**src/rtl/seg_scan_driver.sv**
```systemverilog
// seg_scan_driver: time-multiplexed driver for the EGO1 eight-digit seven-segment display.
// Scans digit pairs (k, k+4) with a blanking gap before each pair. Updates go into a
// shadow register and are copied to the active set only at the frame wrap, so a frame
// never shows a mix of old and new data.
module seg_scan_driver #(
  parameter int DRIVE_CYCLES = 99000,
  parameter int BLANK_CYCLES = 1000
) (
  input  logic        clk_pin,
  input  logic        rst_pin,
  input  logic        upd_valid,
  output logic        upd_ready,
  input  logic [31:0] upd_hex,
  input  logic [7:0]  upd_en,
  input  logic [7:0]  upd_dp,
  output logic [7:0]  seg_data_0_pin,
  output logic [7:0]  seg_data_1_pin,
  output logic [7:0]  seg_cs_pin,
  output logic        frame_start
);

  localparam int MAX_CYCLES = (DRIVE_CYCLES > BLANK_CYCLES) ? DRIVE_CYCLES : BLANK_CYCLES;
  localparam int CNT_W      = (MAX_CYCLES > 1) ? $clog2(MAX_CYCLES) : 1;
  localparam logic [CNT_W-1:0] DRIVE_LAST = CNT_W'(DRIVE_CYCLES - 1);
  localparam logic [CNT_W-1:0] BLANK_LAST = CNT_W'(BLANK_CYCLES - 1);

  typedef enum logic {
    ST_BLANK = 1'b0,
    ST_DRIVE = 1'b1
  } state_t;

  // Scan state
  state_t           state_q, state_d;
  logic [1:0]       k_q, k_d;
  logic [CNT_W-1:0] cnt_q, cnt_d;
  logic             wrap;

  // Update handshake and data registers
  logic        pending_q, pending_d;
  logic        ready_q, ready_d;
  logic [31:0] shadow_hex_q, shadow_hex_d;
  logic [7:0]  shadow_en_q, shadow_en_d;
  logic [7:0]  shadow_dp_q, shadow_dp_d;
  logic [31:0] act_hex_q, act_hex_d;
  logic [7:0]  act_en_q, act_en_d;
  logic [7:0]  act_dp_q, act_dp_d;
  logic        accept;
  logic        copy;

  // Registered outputs
  logic [7:0] seg0_q, seg0_d;
  logic [7:0] seg1_q, seg1_d;
  logic [7:0] cs_q, cs_d;
  logic       frame_q, frame_d;

  // Seven-segment glyph for one hex nibble, bit0 = a ... bit6 = g.
  function automatic logic [6:0] glyph(input logic [3:0] nib);
    logic [6:0] g;
    case (nib)
      4'h0: g = 7'h3f;
      4'h1: g = 7'h06;
      4'h2: g = 7'h5b;
      4'h3: g = 7'h4f;
      4'h4: g = 7'h66;
      4'h5: g = 7'h6d;
      4'h6: g = 7'h7d;
      4'h7: g = 7'h07;
      4'h8: g = 7'h7f;
      4'h9: g = 7'h6f;
      4'ha: g = 7'h77;
      4'hb: g = 7'h7c;
      4'hc: g = 7'h39;
      4'hd: g = 7'h5e;
      4'he: g = 7'h79;
      default: g = 7'h71;
    endcase
    return g;
  endfunction

  // Nibble of digit d (0 = leftmost) from the packed hex value.
  function automatic logic [3:0] digit_nib(input logic [31:0] hex, input logic [2:0] d);
    logic [31:0] shifted;
    shifted = hex >> (5'd28 - {d, 2'b00});
    return shifted[3:0];
  endfunction

  // Full segment byte for digit d, dark when the digit is disabled.
  function automatic logic [7:0] digit_seg(input logic [31:0] hex, input logic [7:0] en,
                                           input logic [7:0] dp, input logic [2:0] d);
    logic [7:0] s;
    s = 8'h00;
    if (en[3'd7 - d]) begin
      s = {dp[3'd7 - d], glyph(digit_nib(hex, d))};
    end
    return s;
  endfunction

  // Next scan state: BLANK -> DRIVE on the same step, DRIVE -> BLANK on the next step.
  always_comb begin
    state_d = state_q;
    k_d     = k_q;
    cnt_d   = cnt_q + 1'b1;
    wrap    = 1'b0;
    case (state_q)
      ST_BLANK: begin
        if (cnt_q == BLANK_LAST) begin
          state_d = ST_DRIVE;
          cnt_d   = '0;
        end
      end
      ST_DRIVE: begin
        if (cnt_q == DRIVE_LAST) begin
          state_d = ST_BLANK;
          k_d     = k_q + 2'd1;
          cnt_d   = '0;
          wrap    = (k_q == 2'd3);
        end
      end
      default: begin
        state_d = ST_BLANK;
        k_d     = 2'd0;
        cnt_d   = '0;
      end
    endcase
  end

  // Handshake: one pending update at a time, copied to the active set only at the wrap.
  // An accept and a copy can never coincide because ready is low while pending.
  always_comb begin
    accept       = upd_valid & ready_q;
    copy         = wrap & pending_q;
    pending_d    = pending_q;
    shadow_hex_d = shadow_hex_q;
    shadow_en_d  = shadow_en_q;
    shadow_dp_d  = shadow_dp_q;
    act_hex_d    = act_hex_q;
    act_en_d     = act_en_q;
    act_dp_d     = act_dp_q;
    if (copy) begin
      act_hex_d = shadow_hex_q;
      act_en_d  = shadow_en_q;
      act_dp_d  = shadow_dp_q;
      pending_d = 1'b0;
    end else if (accept) begin
      shadow_hex_d = upd_hex;
      shadow_en_d  = upd_en;
      shadow_dp_d  = upd_dp;
      pending_d    = 1'b1;
    end
    ready_d = ~pending_d;
  end

  // Outputs for the state being entered; they only move on BLANK<->DRIVE edges.
  always_comb begin
    seg0_d  = 8'h00;
    seg1_d  = 8'h00;
    cs_d    = 8'h00;
    frame_d = wrap;
    if (state_d == ST_DRIVE) begin
      seg0_d = digit_seg(act_hex_q, act_en_q, act_dp_q, {1'b0, k_d});
      seg1_d = digit_seg(act_hex_q, act_en_q, act_dp_q, {1'b1, k_d});
      cs_d[3'd7 - {1'b0, k_d}] = act_en_q[3'd7 - {1'b0, k_d}];
      cs_d[3'd7 - {1'b1, k_d}] = act_en_q[3'd7 - {1'b1, k_d}];
    end
  end

  // State, data and output registers; reset darkens the display and drops any pending update.
  always_ff @(posedge clk_pin) begin
    if (rst_pin) begin
      state_q      <= ST_BLANK;
      k_q          <= 2'd0;
      cnt_q        <= '0;
      pending_q    <= 1'b0;
      ready_q      <= 1'b1;
      shadow_hex_q <= '0;
      shadow_en_q  <= '0;
      shadow_dp_q  <= '0;
      act_hex_q    <= '0;
      act_en_q     <= '0;
      act_dp_q     <= '0;
      seg0_q       <= '0;
      seg1_q       <= '0;
      cs_q         <= '0;
      frame_q      <= 1'b0;
    end else begin
      state_q      <= state_d;
      k_q          <= k_d;
      cnt_q        <= cnt_d;
      pending_q    <= pending_d;
      ready_q      <= ready_d;
      shadow_hex_q <= shadow_hex_d;
      shadow_en_q  <= shadow_en_d;
      shadow_dp_q  <= shadow_dp_d;
      act_hex_q    <= act_hex_d;
      act_en_q     <= act_en_d;
      act_dp_q     <= act_dp_d;
      seg0_q       <= seg0_d;
      seg1_q       <= seg1_d;
      cs_q         <= cs_d;
      frame_q      <= frame_d;
    end
  end

  assign upd_ready      = ready_q;
  assign seg_data_0_pin = seg0_q;
  assign seg_data_1_pin = seg1_q;
  assign seg_cs_pin     = cs_q;
  assign frame_start    = frame_q;

endmodule

```
**config.mk**
```make
export PLATFORM = sky130hd
export DESIGN_NAME = seg_scan_driver
export DESIGN_NICKNAME = d
export VERILOG_FILES = /design/src/rtl/seg_scan_driver.sv
export SDC_FILE = /design/constraint.sdc
export NUM_CORES = 1
export LEC_CHECK = 0
export CORE_UTILIZATION = 47
export DETAILED_ROUTE_END_ITERATION = 10
export DONT_BUFFER_PORTS = 1
export GPL_ROUTABILITY_DRIVEN = 0
export PLACE_DENSITY_LB_ADDON = 0.12
export SLEW_MARGIN = 20
export SYNTH_ARGS = -nofsm -noshare
export SYNTH_HDL_FRONTEND = slang
export SYNTH_SLANG_ARGS = --single-unit
export TNS_END_PERCENT = 1
```
**constraint.sdc**
```tcl
create_clock -name clk_pin -period 5.4 [get_ports clk_pin]
set_input_delay 0.54 -clock clk_pin [delete_from_list [all_inputs] [get_ports clk_pin]]
set_output_delay 0.54 -clock clk_pin [all_outputs]
set_load 0.01 [all_outputs]
```
==> run_1/final_congestion.png <==
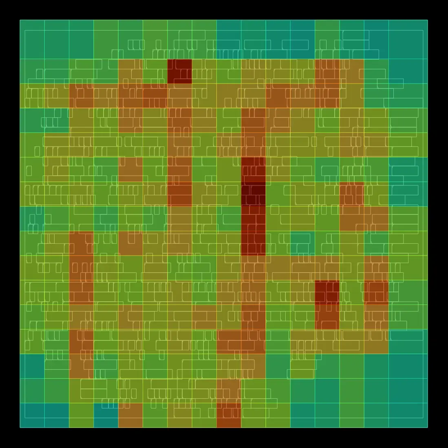
Routed wire per std cell: 14.44 µm
Final Util: 0.5419
met3 GRT Util: 0.06458
M1 GR Usage: 0.2887

==> run_1/gate_families.png <==
Scale bar: 20 µm.
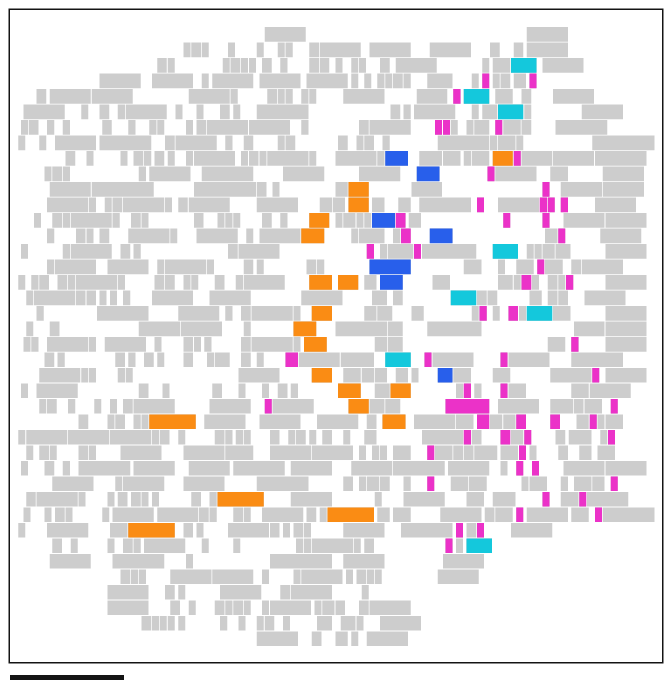
Magenta is NOR gates, cells 56. Cyan is adder and majority cells, cells 8. Blue is AND-OR and OR-AND gates, cells 7. Orange is multiplexers, cells 19.

==> reports/metrics.csv, run 1 <==
stage;metric;value;unit
floorplanning;fp.dieH;114.4;µm
pwr;ir_drop;0.0002689;V
grt;grt_usage;0.2058;
final_timing;fmax;0.2509;GHz
hold_path;whs_path_depth;1;
final_timing;tns;0;ps
clocking;clk_pin_slew_worst_paths;60;ps
critical_path;crit_chain;or4_4 > nor4_4 > and2_1 > a22oi_2 > o221ai_2 > inv_1 > ha_1 > nand2_1 > o21ai_0 > a221oi_1;
floorplanning;coreArea;0.01216;mm²
logic_synthesis;numSynthFlops;143;
run;drv_cap;0;
floorplanning;die_w;114.4;µm
logic_synthesis;top_area_frac;0.4819;
routing;routed_wl;12520;µm
critical_path;end_kind;flip-flop;
clocking;cts.root.buffer_cell;clkbuf_16;
clocking;cts_tree;done;
final_timing;fin_ws;1415;ps
grt;overflow;0;
critical_path;rrSetupSlack;1410;ps
floorplanning;initCoreUtil;0.4885;
critical_path;worst-setup-path-type;reg -> reg;
clocking;clockBufferDepth;2;
clocking;cts_resized;0;
placement;port_buffers;0;
routing;vias_per_cell;5.317;
pwr;power.density;366.0;mW/mm²
logic_synthesis;ys_types;55;
critical_path;required;5720;ps
final_timing;finalSetupViolations;0;
layout;layout-drive-gt1-share;0.09728;
critical_path;reg2regPathDepth;10;
critical_path;startpoint_type;flip-flop;
logic_synthesis;ys_seq_frac;0.4819;
logic_synthesis;postSynthAreaPerCell;8.355;µm²
layout;diodes;0;
hold_path;hold_class;in -> reg;
layout;areaGrowthSynthToFinish;10.93;%
critical_path;max_stage_delay;710;ps
placement;dp_slack;1448;ps
placement;place_hpwl;8481;µm
run_status;status;finished, final reports clean;
routing;antenna_left;0;
clocking;ctsHtreeMaxLevel;4;
critical_path;r2r-start;cnt_q[14];
==> run_1/met3.png <==
Scale bar: 20 µm. Cells faint in the background.
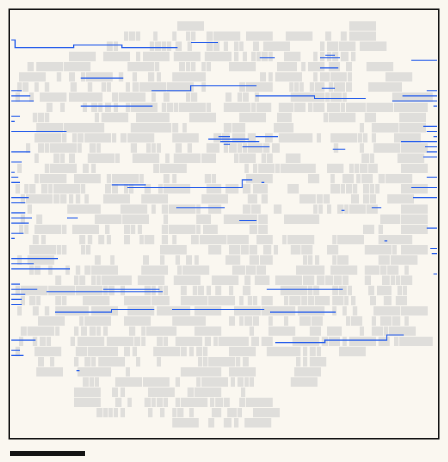
The layer holds 5.1% of the routed length. 69 nets have wire on it. The layer carries 644 µm of wire. The longest straight run is 30.8 µm.

==> run_1/met1.png <==
Scale bar: 20 µm. Supply wires on this layer in grey.
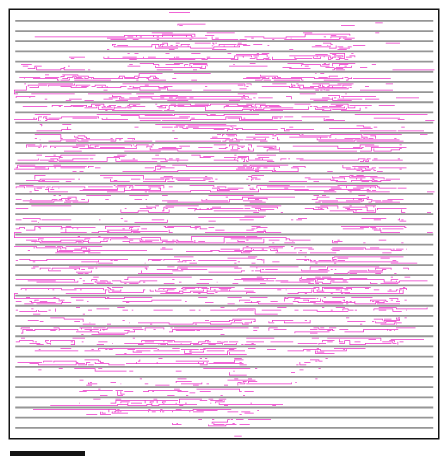
The longest straight run is 32.7 µm. The layer holds 51% of the routed length.

## run 1: cell usage after synthesis, types with 6 or more instances
library cell  number
ha_1               8
a21oi_1          101
clkbuf_1          33
inv_1             14
xnor2_1            8
a31oi_1            8
xor2_1            10
nor3_1             7
mux2_2             6
a211oi_1           7
mux2i_1            9
dfxtp_1          143
nand3_1           12
nand2_1          214
nor2_1            46
buf_6              7
## run 1: critical path: cells and delay by family (launching register included)
family,cells,cell delay (ps)
adder cells (fa/ha/maj),1,250
buffers and inverters,1,160
flip-flops,1,340
AND/OR/NAND/NOR,4,1810
AND-OR/OR-AND,4,1290
## run 1: kinds of logic (layout without fill, tap and decap cells)
| logic type | Yosys count | after routing | share of synthesized area |
|---|---|---|---|
| flip-flops | 143 | 143 | 0.4819 |
| AND/OR/NAND/NOR | 302 | 302 | 0.2100 |
| multiplexers | 19 | 19 | 0.04170 |
| AND-OR/OR-AND | 157 | 157 | 0.1727 |
| buffers and inverters | 64 | 52 | 0.05034 |
| XOR/XNOR | 18 | 18 | 0.02654 |
| adder cells (fa/ha/maj) | 8 | 8 | 0.01685 |
## run 1: report_power, final
group | internal [mW] | switching (mW)
clock | 0.796 | 0.469
sequential | 1.08 | 0.0147
combinational | 0.0190 | 0.0338
total | 1.89 | 0.518
## run 1: sequential cells by signal, summed over array words and instances, names as in the netlist
register and cells:
shadow_hex_q 32, act_hex_q 32, shadow_dp_q 8, seg_data_0_pin 8
seg_data_1_pin 8, cnt_q 17, state_q 1, act_en_q 8
seg_cs_pin 8, k_q 2, frame_start 1, upd_ready 1
pending_q 1, act_dp_q 8, shadow_en_q 8
## run 1: cell type report
cell class	count	area, µm²
Inverter	16	60.06
Tap cell	168	210.2
Multi-Input combinational cell	504	2783
Clock inverter	14	205.2
Fill cell	1156	5572
Clock buffer	18	439.2
Timing Repair Buffer	4	30.03
Sequential cell	143	2863
## run 1: per-stage QoR
| step | hold WS [ps] | total power, mW | utilization | instance area [µm²] | cells |
|---|---|---|---|---|---|
| 2_1_floorplan | 426.1 | 1.167 | - | 5941 | 711 |
| 3_3_place_gp | 432.4 | 1.169 | 0.4886 | 5942 | 835 |
| 3_5_place_dp | 436.9 | 1.172 | 0.4886 | 5942 | 835 |
| 4_1_cts | 163.1 | 2.438 | 0.5416 | 6586 | 867 |
| 5_1_grt | 177.9 | 2.497 | 0.5419 | 6590 | 867 |
| 6_report | 193.1 | 2.412 | 0.5419 | 6590 | 867 |
## run 1: worst max-delay path by stage
stage,cells after the start,endpoint,slack (ps),startpoint
CTS,10,seg_data_0_pin[5],1400,cnt_q[14]
floorplan,12,seg_data_0_pin[5],2420,cnt_q[14]
detailed placement,10,seg_data_0_pin[5],1450,cnt_q[14]
finish,10,seg_data_0_pin[5],1410,cnt_q[14]
global route,10,seg_data_0_pin[5],1100,cnt_q[14]
global placement,10,seg_data_0_pin[5],1650,cnt_q[14]
## run 1: metal layers
metal	wire length [µm]	part of all wire	vias to the layer above	global-route usage
met5	0	0	-	0
met4	266	0.021	0	0.08918
met3	643	0.051	19	0.06458
met2	5282	0.42	109	0.2889
met1	6329	0.51	2121	0.2887
li1	-	-	2361	-
==> run 2, diff against run 1 <==
==> constraint.sdc (replaced) <==
create_clock -name clk_pin -period 3.5 [get_ports clk_pin]
set_input_delay 0.35 -clock clk_pin [delete_from_list [all_inputs] [get_ports clk_pin]]
set_output_delay 0.35 -clock clk_pin [all_outputs]
set_load 0.01 [all_outputs]
==> run_2/final_congestion.png <==
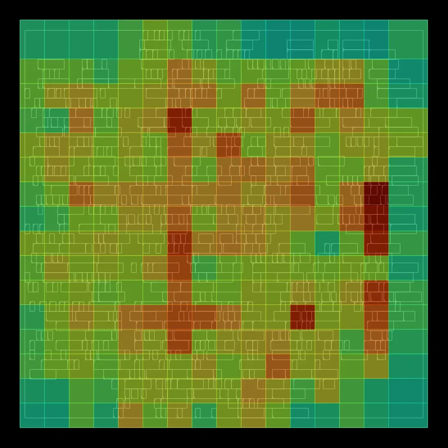
Final Util: 0.5470
met3 GRT Util: 0.06511
GR Layer Usage met2: 0.3131
Most Crowded Layer GR: met2

==> run 2 against run 1 <==
Effect of this change:
- global-route usage increased by 0.56 points
- final cell count grew 0.92%
- combinational power rose by 97%
- first-iteration DRC count rose by 21%
- worst setup slack got worse by 1100 ps
- total power grew 53%
- utilization rose by 0.51 points
==> reports/metrics.csv, run 2 <==
stage;metric;value;unit
layout;layout-drive-gt1-share;0.1004;
critical_path;worst-setup-path-type;reg -> reg;
floorplanning;die_w;114.4;µm
final_timing;fin_ws;352.9;ps
final_timing;finalSetupViolations;0;
critical_path;crit_chain;or4_4 > nor4_4 > a21oi_1 > a22oi_2 > buf_4 > o221a_2 > nor2_1 > o21bai_1 > a221oi_1;
clocking;ctsHtreeMaxLevel;4;
clocking;cts_tree;done;
pwr;ir_drop;0.0003447;V
logic_synthesis;synth.most_common_cell;nand2_1;
final_timing;tns;0;ps
pwr;power.density;554.2;mW/mm²
critical_path;required;3820;ps
clocking;clockBufferDepth;2;
routing;vias_per_cell;5.307;
layout;largest_registers;act_hex_q (32), shadow_hex_q (32), cnt_q (17);
hold_path;hold_class;in -> reg;
placement;dp_slack;358.2;ps
pwr;p_total;3.687;mW
run_status;status;finished, final reports clean;
clocking;clk_pin_slew_worst_paths;60;ps
logic_synthesis;top_cells_by_count;214 x nand2_1, 143 x dfxtp_1, 101 x a21oi_1;
logic_synthesis;ys_types;55;
routing;routed_wl;12880;µm
logic_synthesis;numSynthFlops;143;
grt;overflow;0;
critical_path;end_kind;flip-flop;
logic_synthesis;top_area_frac;0.4819;
run;drv_cap;0;
critical_path;max_stage_delay;560;ps
layout;areaGrowthSynthToFinish;11.98;%
logic_synthesis;postSynthAreaPerCell;8.355;µm²
floorplanning;initCoreUtil;0.4885;
routing;wl_per_cell;14.72;µm
-- run 2: cell counts after synthesis --
No cell type changed its count.
-- run 2: worst paths after layout --
kind                            cells after the start  slack (ps)             from                 to
worst max register to register                      9         350        cnt_q[14]  seg_data_0_pin[6]
worst min-delay path                                1          20          rst_pin        frame_start
worst max-delay path                                9         350        cnt_q[14]  seg_data_0_pin[6]
worst min register to register                      2         450  shadow_hex_q[1]       act_hex_q[1]
-- run 2: metrics by stage --
stage / std cells / hold WS [ps] / instance area (µm²)
after global placement: 842 / 429.3 / 5995
after CTS: 875 / 4.473 / 6653
after floorplan: 711 / 426.1 / 5941
after detailed placement: 842 / 431.1 / 5995
after global routing: 875 / 5.853 / 6653
final: 875 / 22.66 / 6653
-- run 2: worst max-delay path: cells and delay by family (launching register included) --
family                 cells  cell delay (ps)
AOI/OAI and AO/OA          5             1420
and+or+nand+nor            3             1010
DFF                        1              340
buffers and inverters      1              260
-- run 2: repair_timing --
| action | CTS | global route |
|---|---|---|
| hold endpoints to repair | 94 | 0 |
| hold buffers | 2 | 0 |
| resized | 0 | 0 |
-- run 2: cell families after synthesis --
family | count (synthesis) | synth area share
adder cells (fa/ha/maj) | 8 | 0.01685
AND/OR/NAND/NOR | 302 | 0.2100
AND-OR/OR-AND | 157 | 0.1727
multiplexers | 19 | 0.04170
buffers and inverters | 64 | 0.05034
XOR/XNOR | 18 | 0.02654
flip-flops | 143 | 0.4819
-- run 2: routing by layer --
| layer | GRT usage | up-vias | wire length [µm] | part of all wire |
|---|---|---|---|---|
| met5 | 0 | - | 0 | 0 |
| met4 | 0.06926 | 0 | 195 | 0.015 |
| met3 | 0.06511 | 16 | 603 | 0.047 |
| met2 | 0.3131 | 92 | 5653 | 0.44 |
| met1 | 0.2926 | 2158 | 6429 | 0.50 |
| li1 | - | 2378 | - | - |
-- run 2: area by class of cell --
cell class                 count  area, µm²
clock buffer                  22      464.2
clock inverter                 9      156.4
fill                        1196       5509
inverter                      16      60.06
multi-input combinational    504       2779
sequential                   143       2863
tap                          168      210.2
timing repair buffer          13      120.1
-- run 2: power breakdown --
part | internal, mW | switching, mW | leakage [nW]
Sequential | 1.67 | 0.0223 | 1.16
Clock | 1.23 | 0.666 | 0.305
Combinational | 0.0340 | 0.0704 | 0.890
Total | 2.93 | 0.759 | 2.35
Power is estimated from default activity; no workload was simulated.
